--- src/rtl/sr_ctrl_pkg.sv ---
// Shared types and default constants for the SR command arbiter.
package sr_ctrl_pkg;

  typedef enum logic [1:0] {
    IDLE     = 2'd0,
    ISSUE_S  = 2'd1,
    ISSUE_R  = 2'd2,
    CONFLICT = 2'd3
  } sr_state_e;

  localparam int SR_SYNC_STAGES_DEF = 2;
  localparam int SR_DEBOUNCE_DEF    = 4;

endpackage

--- src/rtl/sr_cmd_arbiter_if.sv ---
// Raw button inputs and clean SR command/status outputs of the arbiter.
interface sr_cmd_arbiter_if;
  logic set_in;
  logic reset_in;
  logic s_out;
  logic r_out;
  logic conflict;
  logic set_lvl;
  logic rst_lvl;

  modport slave (
    input  set_in, reset_in,
    output s_out, r_out, conflict, set_lvl, rst_lvl
  );

  modport master (
    output set_in, reset_in,
    input  s_out, r_out, conflict, set_lvl, rst_lvl
  );
endinterface

--- src/rtl/sr_debounce.sv ---
// One request channel: synchroniser, debounce counter, debounced level and
// rising-edge detect producing a single-cycle request per press.
module sr_debounce #(
  parameter int SYNC_STAGES     = 2,
  parameter int DEBOUNCE_CYCLES = 4,
  parameter int CNT_W           = $clog2(DEBOUNCE_CYCLES + 1)
) (
  input  logic clk,
  input  logic rst_n,
  input  logic din,
  output logic lvl,
  output logic req
);

  logic [SYNC_STAGES-1:0] sync_p;
  logic [CNT_W-1:0]       cnt;
  logic                   lvl_p1;

  always_ff @(posedge clk or negedge rst_n) begin
    if (!rst_n) begin
      sync_p <= '0;
      cnt    <= '0;
      lvl    <= 1'b0;
      lvl_p1 <= 1'b0;
    end else begin
      sync_p <= {sync_p[SYNC_STAGES-2:0], din};
      lvl_p1 <= lvl;
      // The counter only runs while the synchronised input disagrees with the level.
      if (sync_p[SYNC_STAGES-1] == lvl) begin
        cnt <= '0;
      end else if (cnt == CNT_W'(DEBOUNCE_CYCLES - 1)) begin
        cnt <= '0;
        lvl <= ~lvl;
      end else begin
        cnt <= cnt + CNT_W'(1);
      end
    end
  end

  assign req = lvl & ~lvl_p1;

endmodule

--- src/rtl/sr_cmd_arbiter.sv ---
// Turns bouncy set/reset buttons into exclusive one-cycle s/r commands.
// Build option SR_RESET_PRIORITY_EN: a simultaneous press issues reset with the conflict pulse.
module sr_cmd_arbiter
  import sr_ctrl_pkg::*;
#(
  parameter int SYNC_STAGES     = SR_SYNC_STAGES_DEF,
  parameter int DEBOUNCE_CYCLES = SR_DEBOUNCE_DEF,
  parameter int CNT_W           = $clog2(DEBOUNCE_CYCLES + 1)
) (
  input  logic             clk,
  input  logic             rst_n,
  sr_cmd_arbiter_if.slave  cmd
);

`ifdef SR_RESET_PRIORITY_EN
  localparam bit RST_WINS = 1'b1;
`else
  localparam bit RST_WINS = 1'b0;
`endif

  logic set_lvl, rst_lvl;
  logic set_req, rst_req;

  sr_debounce #(
    .SYNC_STAGES     (SYNC_STAGES),
    .DEBOUNCE_CYCLES (DEBOUNCE_CYCLES),
    .CNT_W           (CNT_W)
  ) u_set_db (
    .clk   (clk),
    .rst_n (rst_n),
    .din   (cmd.set_in),
    .lvl   (set_lvl),
    .req   (set_req)
  );

  sr_debounce #(
    .SYNC_STAGES     (SYNC_STAGES),
    .DEBOUNCE_CYCLES (DEBOUNCE_CYCLES),
    .CNT_W           (CNT_W)
  ) u_rst_db (
    .clk   (clk),
    .rst_n (rst_n),
    .din   (cmd.reset_in),
    .lvl   (rst_lvl),
    .req   (rst_req)
  );

  sr_state_e state, state_nxt;
  logic      pend_s, pend_r, pend_s_nxt, pend_r_nxt;
  logic      s_q, r_q, c_q;
  logic      s_nxt, r_nxt, c_nxt;

  always_ff @(posedge clk or negedge rst_n) begin
    if (!rst_n) begin
      state  <= IDLE;
      pend_s <= 1'b0;
      pend_r <= 1'b0;
      s_q    <= 1'b0;
      r_q    <= 1'b0;
      c_q    <= 1'b0;
    end else begin
      state  <= state_nxt;
      pend_s <= pend_s_nxt;
      pend_r <= pend_r_nxt;
      s_q    <= s_nxt;
      r_q    <= r_nxt;
      c_q    <= c_nxt;
    end
  end

  // IDLE consumes everything it sees; busy states only accumulate new presses.
  always_comb begin
    state_nxt  = state;
    pend_s_nxt = pend_s | set_req;
    pend_r_nxt = pend_r | rst_req;
    case (state)
      IDLE: begin
        pend_s_nxt = 1'b0;
        pend_r_nxt = 1'b0;
        if ((set_req | pend_s) && (rst_req | pend_r)) state_nxt = CONFLICT;
        else if (set_req | pend_s)                    state_nxt = ISSUE_S;
        else if (rst_req | pend_r)                    state_nxt = ISSUE_R;
      end
      default: state_nxt = IDLE;
    endcase
    s_nxt = (state_nxt == ISSUE_S);
    r_nxt = (state_nxt == ISSUE_R) || (RST_WINS && state_nxt == CONFLICT);
    c_nxt = (state_nxt == CONFLICT);
  end

  assign cmd.s_out    = s_q;
  assign cmd.r_out    = r_q;
  assign cmd.conflict = c_q;
  assign cmd.set_lvl  = set_lvl;
  assign cmd.rst_lvl  = rst_lvl;

  a_no_sr_overlap: assert property (@(posedge clk) disable iff (!rst_n) !(s_q && r_q));

endmodule

--- src/flat_wrapper.sv ---
// flat-port wrapper written by rule: the top's interface ports become plain ports
module sr_cmd_arbiter_flat import sr_ctrl_pkg::*;
#(
  parameter int SYNC_STAGES     = SR_SYNC_STAGES_DEF,
  parameter int DEBOUNCE_CYCLES = SR_DEBOUNCE_DEF,
  parameter int CNT_W           = $clog2(DEBOUNCE_CYCLES + 1)
)
  (clk, rst_n, cmd_set_in, cmd_reset_in, cmd_s_out, cmd_r_out, cmd_conflict, cmd_set_lvl, cmd_rst_lvl);
  sr_cmd_arbiter_if cmd_i ();
  input  logic clk;
  input  logic rst_n;
  input wire logic [$bits(cmd_i.set_in)-1:0] cmd_set_in;
  input wire logic [$bits(cmd_i.reset_in)-1:0] cmd_reset_in;
  output wire logic [$bits(cmd_i.s_out)-1:0] cmd_s_out;
  output wire logic [$bits(cmd_i.r_out)-1:0] cmd_r_out;
  output wire logic [$bits(cmd_i.conflict)-1:0] cmd_conflict;
  output wire logic [$bits(cmd_i.set_lvl)-1:0] cmd_set_lvl;
  output wire logic [$bits(cmd_i.rst_lvl)-1:0] cmd_rst_lvl;
  assign cmd_i.set_in = cmd_set_in;
  assign cmd_i.reset_in = cmd_reset_in;
  assign cmd_s_out = cmd_i.s_out;
  assign cmd_r_out = cmd_i.r_out;
  assign cmd_conflict = cmd_i.conflict;
  assign cmd_set_lvl = cmd_i.set_lvl;
  assign cmd_rst_lvl = cmd_i.rst_lvl;
  sr_cmd_arbiter #(.SYNC_STAGES(SYNC_STAGES), .DEBOUNCE_CYCLES(DEBOUNCE_CYCLES), .CNT_W(CNT_W)) u_core (.clk(clk), .rst_n(rst_n), .cmd(cmd_i));
endmodule
--- config.mk ---
export PLATFORM = sky130hd
export DESIGN_NAME = sr_cmd_arbiter_flat
export DESIGN_NICKNAME = d
export VERILOG_FILES = /design/src/rtl/sr_ctrl_pkg.sv /design/src/rtl/sr_cmd_arbiter_if.sv /design/src/rtl/sr_debounce.sv /design/src/rtl/sr_cmd_arbiter.sv /design/src/flat_wrapper.sv
export SDC_FILE = /design/constraint.sdc
export NUM_CORES = 1
export LEC_CHECK = 0
export CELL_PAD_IN_SITES_DETAIL_PLACEMENT = 1
export CELL_PAD_IN_SITES_GLOBAL_PLACEMENT = 2
export CORE_UTILIZATION = 36
export DETAILED_ROUTE_END_ITERATION = 6
export PLACE_DENSITY = 0.81
export SYNTH_ARGS = -nofsm -noshare
export SYNTH_HDL_FRONTEND = slang
export SYNTH_HIERARCHICAL = 1
export SYNTH_SLANG_ARGS = --single-unit
export TNS_END_PERCENT = 1
--- constraint.sdc ---
create_clock -name clk -period 1.5 [get_ports clk]
set_input_delay 0.3 -clock clk [delete_from_list [all_inputs] [get_ports clk]]
set_output_delay 0.3 -clock clk [all_outputs]
set_load 0.02 [all_outputs]
==> results.txt, run 1 <==
yosys + openroad results -> Routability Congestion 0.635, first-pass GRT wire length 1.63 mm, starting density of the core 0.381, Clock Tree Root clkbuf_4, Net Switching 0.519 mW, Post-Synth Simple-Gate Area 0.201, Util after Layout 0.454, GRT overflow 0, CTS Sinks 21, Tool Warnings 26, most frequent cell after synthesis dfrtp_1, r2r startpoint u_core/u_rst_db/cnt[0], Clock net power 0.252 mW, Top logic family simple AND/OR/NAND/NOR gates, FF-to-FF setup slack 320 ps, Adders+Majority by Area 0.0338, AO/OA Area Share 0, CTS buffer count 3, worst r2r path cells 3, Area growth, synth to finish 19.1%, RSZ-0062 raised after global routing no, YS warnings 6, Final min period 1360 ps, crit path launch u_core/u_set_db/lvl, GRT met3 Usage 0.0231, period utilization 0.907, Clk pwr share 0.158, ClkCell Share 0.0298, Final Instance Count excl. Fillers 88, Slew headroom 0.784, Hold Worst Slack 341 ps, 1st-iter DRT viols 0, first drt pass iteration count 1, Worst path max stage delay 420 ps, fraction of layout cells with a size suffix above 1 0.197, count of cell types in the netlist 13, met3 WL 25 µm, Crit. path cell count 1, final hold violation count 0, critical path fanouts, max 5, Post-synth area hogs dfrtp_1, nor2b_4, nor2_1, ha_1, nor3b_2, total power divided by cell area 1810 nW/µm², flop count 21, met2 usage 0.151, syn_nets 54, Die W 47.3 µm, nonclk buf count 9, core footprint 1940 µm², H-tree depth 1, status finished, final reports clean, biggest regs u_core/u_rst_db/cnt (3), u_core/u_set_db/cnt (3), worst setup margin 139 ps, IO Count 9, Critical Path RT 1200 ps, Post-Layout Inst Area 881 µm²
run_1/layers.png
Drawn at 10 px/µm. Two of the layers only.
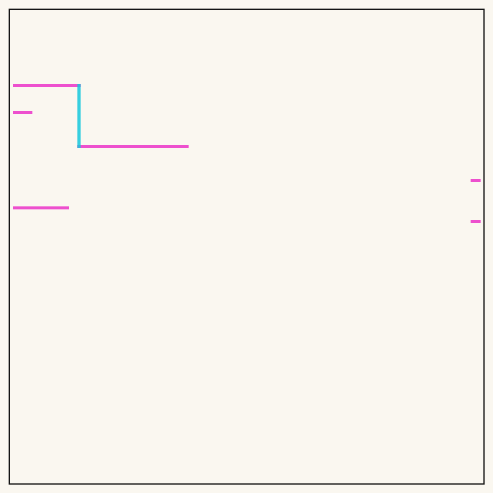
M3 -> magenta  # wire length 25.5 µm
M4 -> cyan  # wire length 6.10 µm

run_1/port_trees.png
Drawn at 8 px/µm.
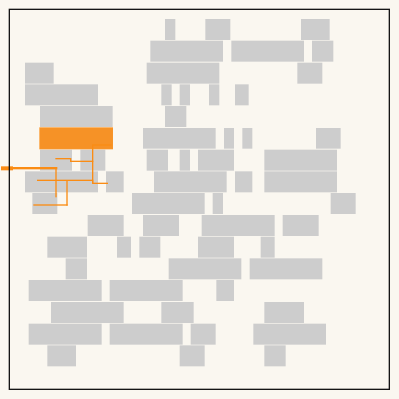
`cmd_set_lvl` -> orange  # bits 1, direction output, edge left, end cells 1, buffers 1, wire 37.1 µm

run_1/util_map.png
Drawn at 6 px/µm. 9 x 9 tiles, from dark purple (low) to yellow (high), 0 to 100% covered.
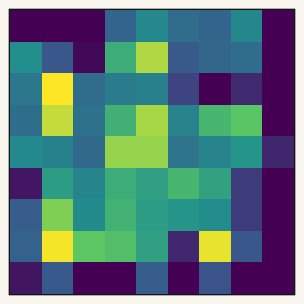
densest ninth of the die = center
tiles over 75% full = 11%
nearly empty tiles = 20%
fullest tile = 100%
mean over tiles = 38%
emptiest ninth of the die = upper right

run_1/sizing.png
Drawn at 10 px/µm.
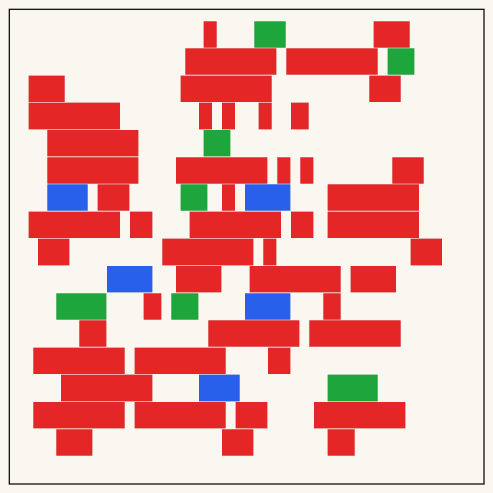

==> run 1 -> run 2 <==
CORE_ASPECT_RATIO = 1.2   (was unset)
run_2/sizing.png
Drawn at 10 px/µm.
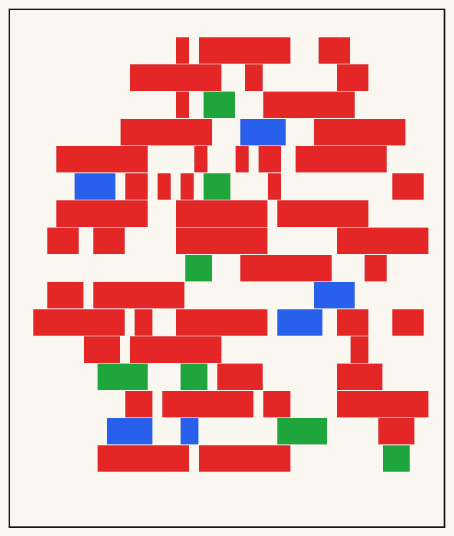
x2 -> blue  # cells 6, share 9.8%
x1 and smaller -> red  # cells 48, share 79%
x3 and x4 -> green  # cells 7, share 11%
Area growth, synth to finish: 17.9%
worst setup margin: 137 ps
Post-Layout Inst Area: 872 µm²
nonclk buf count: 9

==> results.txt, run 2 <==
yosys + openroad results -> status finished, final reports clean (unchanged), Worst path max stage delay 420 ps (about the same), Critical path buffers and inverters 1 (unchanged), Post-synth area hogs dfrtp_1, nor2b_4, nor2_1, ha_1, nor3b_2 (unchanged), Longest Clk Path Bufs 2 (unchanged), dpl hpwl 786 µm (was 718 µm), number of flops mapped to enable cells by yosys 0 (unchanged), 1st-iter DRT viols 2 (was 0), CTS buffer count 3 (unchanged), Crit. path cell count 1 (unchanged), core footprint 1890 µm² (was 1940 µm²), ClkCell Share 0.0316 (was 0.0298), met2 usage 0.205 (was 0.151), syn_nets 54 (unchanged), WL/cell 13.1 µm (was 11.1 µm), fin nets 68 (unchanged), num tapcells 19 (was 27), DP Cell Count 76 (was 84), CTS Sinks 21 (unchanged), Slew headroom 0.783 (was 0.784), skew final 3.54 ps (was 1.11 ps), fraction of layout cells with a size suffix above 1 0.213 (was 0.197), r2r startpoint u_core/u_set_db/cnt[0] (was u_core/u_rst_db/cnt[0]), Static Leak 0.414 nW (was 0.411 nW), count of cell types in the netlist 13 (unchanged), CTS tree built (unchanged), RSZ-0062 raised after global routing no (unchanged), worst r2r path cells 3 (unchanged), Util after Layout 0.461 (was 0.454), Critical Path RT 1200 ps (about the same), Synth Seq Share 0.711 (unchanged), tally of max-capacitance violations 0 (unchanged), Net Switching 0.532 mW (was 0.519 mW), Die W 43.4 µm (was 47.3 µm), Area leader share 0.711 (unchanged), asr flop ratio synth 1.00 (unchanged), GRT met3 Usage 0.0208 (was 0.0231), final-layout clock buffer total 3 (was 4), area leader, netlist dfrtp_1 (unchanged), Die Area 2240 µm² (about the same), Adders+Majority by Area 0.0338 (unchanged), total power divided by cell area 1840 nW/µm² (was 1810 nW/µm²), FF-to-FF setup slack 330 ps (was 320 ps), Die Height 51.6 µm (was 47.3 µm), synthesized cell area 739 µm² (unchanged), ys cells 48 (unchanged), GRT met1 Usage 0.145 (was 0.165), flop count 21 (unchanged), H-tree depth 1 (unchanged), final hold violation count 0 (unchanged), synthesized area per cell 15.4 µm² (unchanged), Hold Worst Slack 336 ps (was 341 ps), FF-to-FF End u_core/u_set_db/lvl (was u_core/u_rst_db/lvl), Final min period 1360 ps (about the same), Clk pwr share 0.161 (was 0.158), crit path launch u_core/u_rst_db/lvl (was u_core/u_set_db/lvl), Seq group 0.817 mW (was 0.816 mW), most frequent cell after synthesis dfrtp_1 (unchanged), DR vias/cell 5.15 (was 4.35), AO/OA Area Share 0 (unchanged), GRT overflow 0 (unchanged), critical path fanouts, max 5 (unchanged), Post-Synth Simple-Gate Area 0.201 (unchanged), critical path class flip-flop to primary output (unchanged), Routability Congestion 0.712 (was 0.635), Comb power frac 0.329 (about the same), Top logic family simple AND/OR/NAND/NOR gates (unchanged), first drt pass iteration count 2 (was 1), Largest cell class flip-flops and latches (unchanged), biggest regs u_core/u_rst_db/cnt (3), u_core/u_set_db/cnt (3) (unchanged), Cell Rows 17 (was 16), critical path capture point type primary output (unchanged), Clock Tree Root clkbuf_4 (unchanged), total design power 1.60 mW (was 1.59 mW), period utilization 0.909 (was 0.907), met3 WL 36 µm (was 25 µm), Total GRT Usage 0.123 (was 0.110), YS warnings 6 (unchanged), initial antenna violation count 0 (unchanged), starting density of the core 0.391 (was 0.381), Clock net power 0.259 mW (was 0.252 mW), Final Instance Count excl. Fillers 80 (was 88), part of the power in registers 0.510 (was 0.513), first-pass GRT wire length 1.95 mm (was 1.63 mm), Tool Warnings 26 (unchanged)
run_2/port_trees.png
Drawn at 8 px/µm.
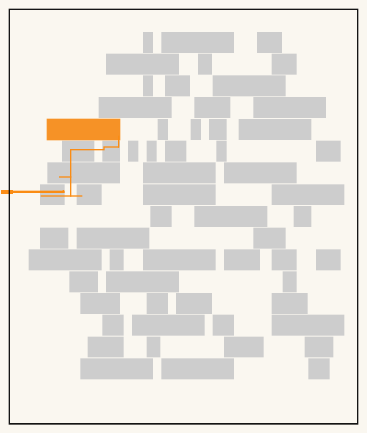
`cmd_set_lvl` -> orange  # bits 1, direction output, edge left, end cells 1, buffers 1, wire 26.3 µm
IO Count: 9
input/output buffers: 8

Power and IR drop assume default switching activity.
